`src/rtl/cache_mem_bridge.sv`:
```
// rtl/cache_mem_bridge.sv - converts 128-bit cache line fill/write-back requests into 4 x 32-bit bus beats
package cache;
  typedef struct packed {
    logic         valid;
    logic         rw;
    logic [31:0]  addr;
    logic [127:0] data;
  } mem_req_t;

  typedef struct packed {
    logic         ready;
    logic [127:0] data;
  } mem_resp_t;
endpackage

module cache_mem_bridge (
  input  logic             clk,
  input  logic             reset,
  input  cache::mem_req_t  mem_req,
  output cache::mem_resp_t mem_resp,
  output logic             bus_req_valid,
  input  logic             bus_req_ready,
  output logic             bus_req_we,
  output logic [31:0]      bus_req_addr,
  output logic [31:0]      bus_req_wdata,
  input  logic             bus_rsp_valid,
  input  logic [31:0]      bus_rsp_rdata,
  output logic             err
);

  typedef enum logic [1:0] {S_IDLE, S_WR, S_RD, S_DONE} state_t;

  state_t            r_state;
  state_t            w_state_nxt;
  logic [31:0]       r_base;
  logic [3:0][31:0]  r_wline;
  logic [3:0][31:0]  r_rline;
  logic [2:0]        r_iss;
  logic [2:0]        r_rcv;
  logic              r_valid;
  logic              r_we;
  logic              r_err;
  logic [31:0]       r_addr;
  logic [31:0]       r_wdata;

  logic              w_acc;
  logic              w_hs;
  logic              w_rsp_ok;
  logic [2:0]        w_iss_nxt;
  logic              w_unused_addr_lo;

  // Response eligibility uses the post-acceptance issue count so a zero-latency beat counts.
  always_comb begin
    w_acc     = mem_req.valid && ((r_state == S_IDLE) || (r_state == S_DONE));
    w_hs      = r_valid && bus_req_ready;
    w_iss_nxt = r_iss + {2'b00, w_hs};
    w_rsp_ok  = bus_rsp_valid && (r_state == S_RD) && (r_rcv < w_iss_nxt);
  end

  assign w_unused_addr_lo = &{1'b0, mem_req.addr[3:0]};

  always_ff @(posedge clk) begin
    if (reset) r_state <= S_IDLE;
    else       r_state <= w_state_nxt;
  end

  always_comb begin
    w_state_nxt = r_state;
    case (r_state)
      S_IDLE: if (w_acc) w_state_nxt = mem_req.rw ? S_WR : S_RD;
      S_WR:   if (w_hs && (w_iss_nxt == 3'd4)) w_state_nxt = S_DONE;
      S_RD:   if (w_rsp_ok && (r_rcv == 3'd3)) w_state_nxt = S_DONE;
      S_DONE: begin
        if (w_acc) w_state_nxt = mem_req.rw ? S_WR : S_RD;
        else       w_state_nxt = S_IDLE;
      end
      default: w_state_nxt = S_IDLE;
    endcase
  end

  always_ff @(posedge clk) begin
    if (reset) begin
      r_base  <= '0;
      r_wline <= '0;
      r_rline <= '0;
      r_iss   <= '0;
      r_rcv   <= '0;
      r_valid <= 1'b0;
      r_we    <= 1'b0;
      r_err   <= 1'b0;
      r_addr  <= '0;
      r_wdata <= '0;
    end else begin
      if (w_acc) begin
        r_base  <= {mem_req.addr[31:4], 4'b0000};
        r_wline <= mem_req.data;
        r_iss   <= '0;
        r_rcv   <= '0;
        r_valid <= 1'b1;
        r_we    <= mem_req.rw;
        r_addr  <= {mem_req.addr[31:4], 4'b0000};
        r_wdata <= mem_req.data[31:0];
      end else if (w_hs) begin
        r_iss <= w_iss_nxt;
        if (w_iss_nxt == 3'd4) begin
          r_valid <= 1'b0;
        end else begin
          r_addr  <= r_base + {28'd0, w_iss_nxt[1:0], 2'b00};
          r_wdata <= r_wline[w_iss_nxt[1:0]];
        end
      end
      if (w_rsp_ok) begin
        r_rline[r_rcv[1:0]] <= bus_rsp_rdata;
        r_rcv               <= r_rcv + 3'd1;
      end
      if (bus_rsp_valid && !w_rsp_ok) r_err <= 1'b1;
    end
  end

  assign bus_req_valid = r_valid;
  assign bus_req_we    = r_we;
  assign bus_req_addr  = r_addr;
  assign bus_req_wdata = r_wdata;
  assign err           = r_err;
  assign mem_resp      = '{ready: (r_state == S_DONE), data: r_rline};

endmodule

```
`config.mk`:
```
export PLATFORM = sky130hd
export DESIGN_NAME = cache_mem_bridge
export DESIGN_NICKNAME = d
export VERILOG_FILES = /design/src/rtl/cache_mem_bridge.sv
export SDC_FILE = /design/constraint.sdc
export NUM_CORES = 1
export LEC_CHECK = 0
export CORE_ASPECT_RATIO = 0.7
export CORE_MARGIN = 5
export CORE_UTILIZATION = 47
export DETAILED_ROUTE_END_ITERATION = 10
export HOLD_SLACK_MARGIN = 0.12
export PLACE_DENSITY = 0.79
export SYNTH_ARGS = -nofsm -noshare
export SYNTH_HDL_FRONTEND = slang
export SYNTH_SLANG_ARGS = --single-unit
```
`constraint.sdc`:
```
create_clock -name clk -period 3.6 [get_ports clk]
set_clock_uncertainty 0.05 [all_clocks]
set_input_delay 0.36 -clock clk [delete_from_list [all_inputs] [get_ports clk]]
set_output_delay 0.36 -clock clk [all_outputs]
set_load 0.01 [all_outputs]
```
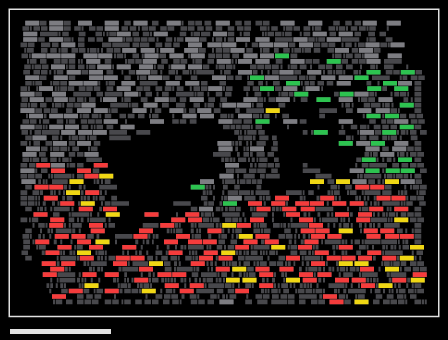
Fig. 1. Where the registers sit.
The bar under the picture is 50 um long.
green -> bus_req_addr  # placed flops 30
yellow -> bus_req_wdata  # placed flops 32
red -> r_wline  # placed flops 128
not coloured = 167
Seq power: 0.00483 W
utilization after layout: 65.6%

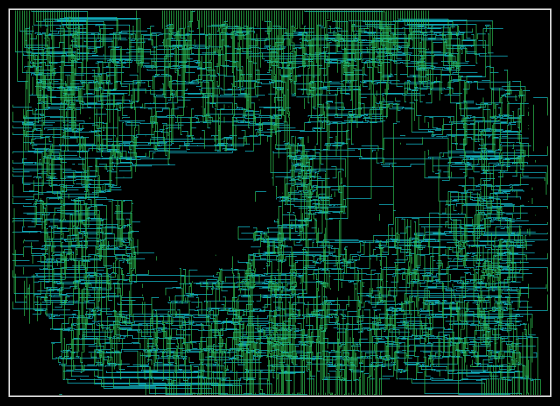
Fig. 2. Metal layers overlaid.
Two of the layers only.
green -> metal 2  # wire length 18600 um
cyan -> metal 1  # wire length 16600 um
GRT Overall Usage: 23.2%
detailed-route wire length: 39200 um

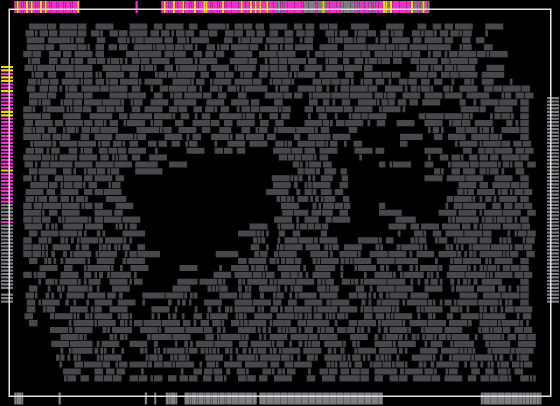
Fig. 3. Pin map.
Pins as bars across the die edge, other pins in grey.
magenta -> mem_resp  # pins 129, direction output, edge 96 north, 33 west
green -> bus_rsp_valid  # pins 1, direction input, edge north
yellow -> bus_rsp_rdata  # pins 32, direction input, edge 24 north, 8 west
Die Y-Extent: 152 um
buffers added on ports: 387
x dimension of the die: 213 um

==> impl_metrics.env <==
# implementation run metrics
export IMPL_ir_drop_v=0.000653
export IMPL_signal_buffers=406
export IMPL_final_clk_cell_share_pct=6.40
export IMPL_synth_main_ff_cell="sky130_fd_sc_hd__dfxtp_1"
export IMPL_syn_to_final_growth_pct=38.6
export IMPL_clockBufferDepth=3
export IMPL_number_of_resized_instances_in_the_post_cts_repair_step=0
export IMPL_critPathMaxFanout=32
export IMPL_place_detailed_hpwl_um=26400
export IMPL_tapCellCount=378
export IMPL_nNonClkInverters=10
export IMPL_critPathBufInv=3
export IMPL_timing_fmax_mhz=323
export IMPL_worst_r2r_endpoint="mem_resp[108]"
export IMPL_worstSkewPairLatency_ns=0.52
export IMPL_path_cells="nand2_1, inv_1, ha_2, ha_2, xnor2_2, ha_1, inv_1, a221o_2, nand3_2, buf_4, mux2i_1, nor2_1"
export IMPL_clockNetworkPower_w=0.00378
export IMPL_comb_area_share_pct=31.2
export IMPL_stage_log_warnings=40
export IMPL_path_class="reg2reg"
export IMPL_ys_cells=1430
export IMPL_total_power_w=0.0119
export IMPL_critical_path_required_ns=3.92
export IMPL_grt_start_max_net_pins=126
export IMPL_num_nets_final=1973
export IMPL_endpoint="mem_resp[108]"
export IMPL_finalSetupViolations=0
export IMPL_first_global_vias=11000
export IMPL_nFlopsAndLatches=357
export IMPL_top_cell_area_share_pct=52.8
export IMPL_crit_reg2reg_launch="bus_req_valid"
export IMPL_asyncSetResetFlopFracSynth_pct=0
export IMPL_cts_root_buffer_cell="sky130_fd_sc_hd__clkbuf_16"
export IMPL_hold_path_end="r_wline[40]"
export IMPL_post_route_cells_drive_above_1_share_pct=6.88
export IMPL_drt_antenna_violating_nets=0
export IMPL_drv_max_cap_violation_count=0
export IMPL_total_switching_power_w=0.00368
export IMPL_synth_ff_latch_count=357
export IMPL_seqPwrFrac_pct=40.7
export IMPL_final_max_slew_viol_count=0
export IMPL_largestClassByArea="flip-flops and latches"
export IMPL_fin_tns_setup_ns=0
export IMPL_cp_arrival_ns=3.42
export IMPL_sw_frac_of_total_pct=31.0
export IMPL_synthDistinctLibCells=33
export IMPL_critical_path_startpoint_category="register"
export IMPL_run_status="complete, no violations"
export IMPL_io_pins=394
export IMPL_p_leak_nw=7.82
export IMPL_synth_cell_area_um2=13500
export IMPL_setup_repair_after_global_routing_missed_its_margin="false"
export IMPL_fp_dieArea_um2=32400
export IMPL_netlist_top_cells_area="sky130_fd_sc_hd__dfxtp_1 (53%), sky130_fd_sc_hd__mux2i_1 (12%), sky130_fd_sc_hd__nand2_1 (8.3%)"
export IMPL_cts_tree="yes"
export IMPL_levels_on_crit_path=12
export IMPL_clock_sinks=357
export IMPL_diodes=0
export IMPL_worst_slack_ns=0.505
export IMPL_synth_cells=1430
export IMPL_n_multi_input_combinational_cell=952
export IMPL_hold_path_class="in2reg"
export IMPL_post_route_drc_count=0
export IMPL_multiInputGateArea_um2=5860
export IMPL_cts_buffers_inserted=36
export IMPL_r2r_cell_count=12
export IMPL_layout_area_seq_um2=7150
export IMPL_combinationalPowerShare_pct=27.4
export IMPL_crit_start="bus_req_valid"
export IMPL_cpMaxStageDelayCell="sky130_fd_sc_hd__buf_4"
export IMPL_seq_cell_share_pct=38.1
export IMPL_tightest_slew_ns=0.916
export IMPL_critPathMaxStageDelay_ns=0.54
export IMPL_cts_post_setup_buffers_inserted=0
export IMPL_globalRouteOverflowTotal=0
export IMPL_portion_of_the_post_synthesis_area_used_by_sequential_elements_pct=52.8
export IMPL_holdWs_ns=0.259
export IMPL_lay_top_count="sky130_fd_sc_hd__clkdlybuf4s50_1"
export IMPL_ctsHoldBuffers=0
export IMPL_fillCellCount=2272
export IMPL_ys_area_um2=13500
export IMPL_finalCriticalPeriod_ns=3.09
export IMPL_final_layout_top_logic_cells="sky130_fd_sc_hd__clkdlybuf4s50_1 (386), sky130_fd_sc_hd__dfxtp_1 (357), sky130_fd_sc_hd__nand2_1 (301)"
export IMPL_placementRows=52
export IMPL_cts_reportedPaths_clkPinSlew_ns=0.06
export IMPL_avgSynthCellArea_um2=9.47
export IMPL_num_vias=11300
export IMPL_place_ws_ns=0.0794
export IMPL_core_area_um2=28600
export IMPL_max_slew_headroom_pct=39.0
-- cells in the mapped netlist, types with 2 or more instances --
| cell type | n |
|---|---|
| sky130_fd_sc_hd__nand2_1 | 301 |
| sky130_fd_sc_hd__nand3_1 | 5 |
| sky130_fd_sc_hd__dfxtp_1 | 357 |
| sky130_fd_sc_hd__buf_2 | 20 |
| sky130_fd_sc_hd__nand3_2 | 4 |
| sky130_fd_sc_hd__buf_4 | 18 |
| sky130_fd_sc_hd__buf_1 | 9 |
| sky130_fd_sc_hd__ha_1 | 12 |
| sky130_fd_sc_hd__inv_1 | 10 |
| sky130_fd_sc_hd__nor2_1 | 218 |
| sky130_fd_sc_hd__buf_6 | 3 |
| sky130_fd_sc_hd__a311oi_1 | 32 |
| sky130_fd_sc_hd__o21ai_0 | 4 |
| sky130_fd_sc_hd__a21oi_1 | 139 |
| sky130_fd_sc_hd__mux2i_1 | 156 |
| sky130_fd_sc_hd__nand2b_1 | 2 |
| sky130_fd_sc_hd__a211oi_1 | 32 |
| sky130_fd_sc_hd__clkbuf_1 | 62 |
| sky130_fd_sc_hd__mux4_2 | 32 |
-- through the flow --
stage          std cells  area (um2)
5_1_grt             2166       18800
4_1_cts             2166       18800
3_3_place_gp        2103       17600
2_1_floorplan       1431       13500
6_report            2166       18800
3_5_place_dp        2103       17600
-- kinds of logic after synthesis --
kind of cell | Yosys count | share of synthesized area (%)
fa+ha+maj | 12 | 1.11
buf+inv | 122 | 4.23
flops | 357 | 52.8
xor+xnor | 2 | 0.185
simple gates | 535 | 15.3
compound gates | 213 | 9.55
other cells | 1 | 0.0277
mux | 188 | 16.9
-- per-layer routing --
metal  track usage [%]  wire (um)  share of wire (%)
met2              37.5      18600                 47
met4              7.83       1270                3.2
met1              30.5      16600                 42
met5                 0          0                  0
met3              5.75       2710                6.9
Power is estimated from default activity; no workload was simulated.
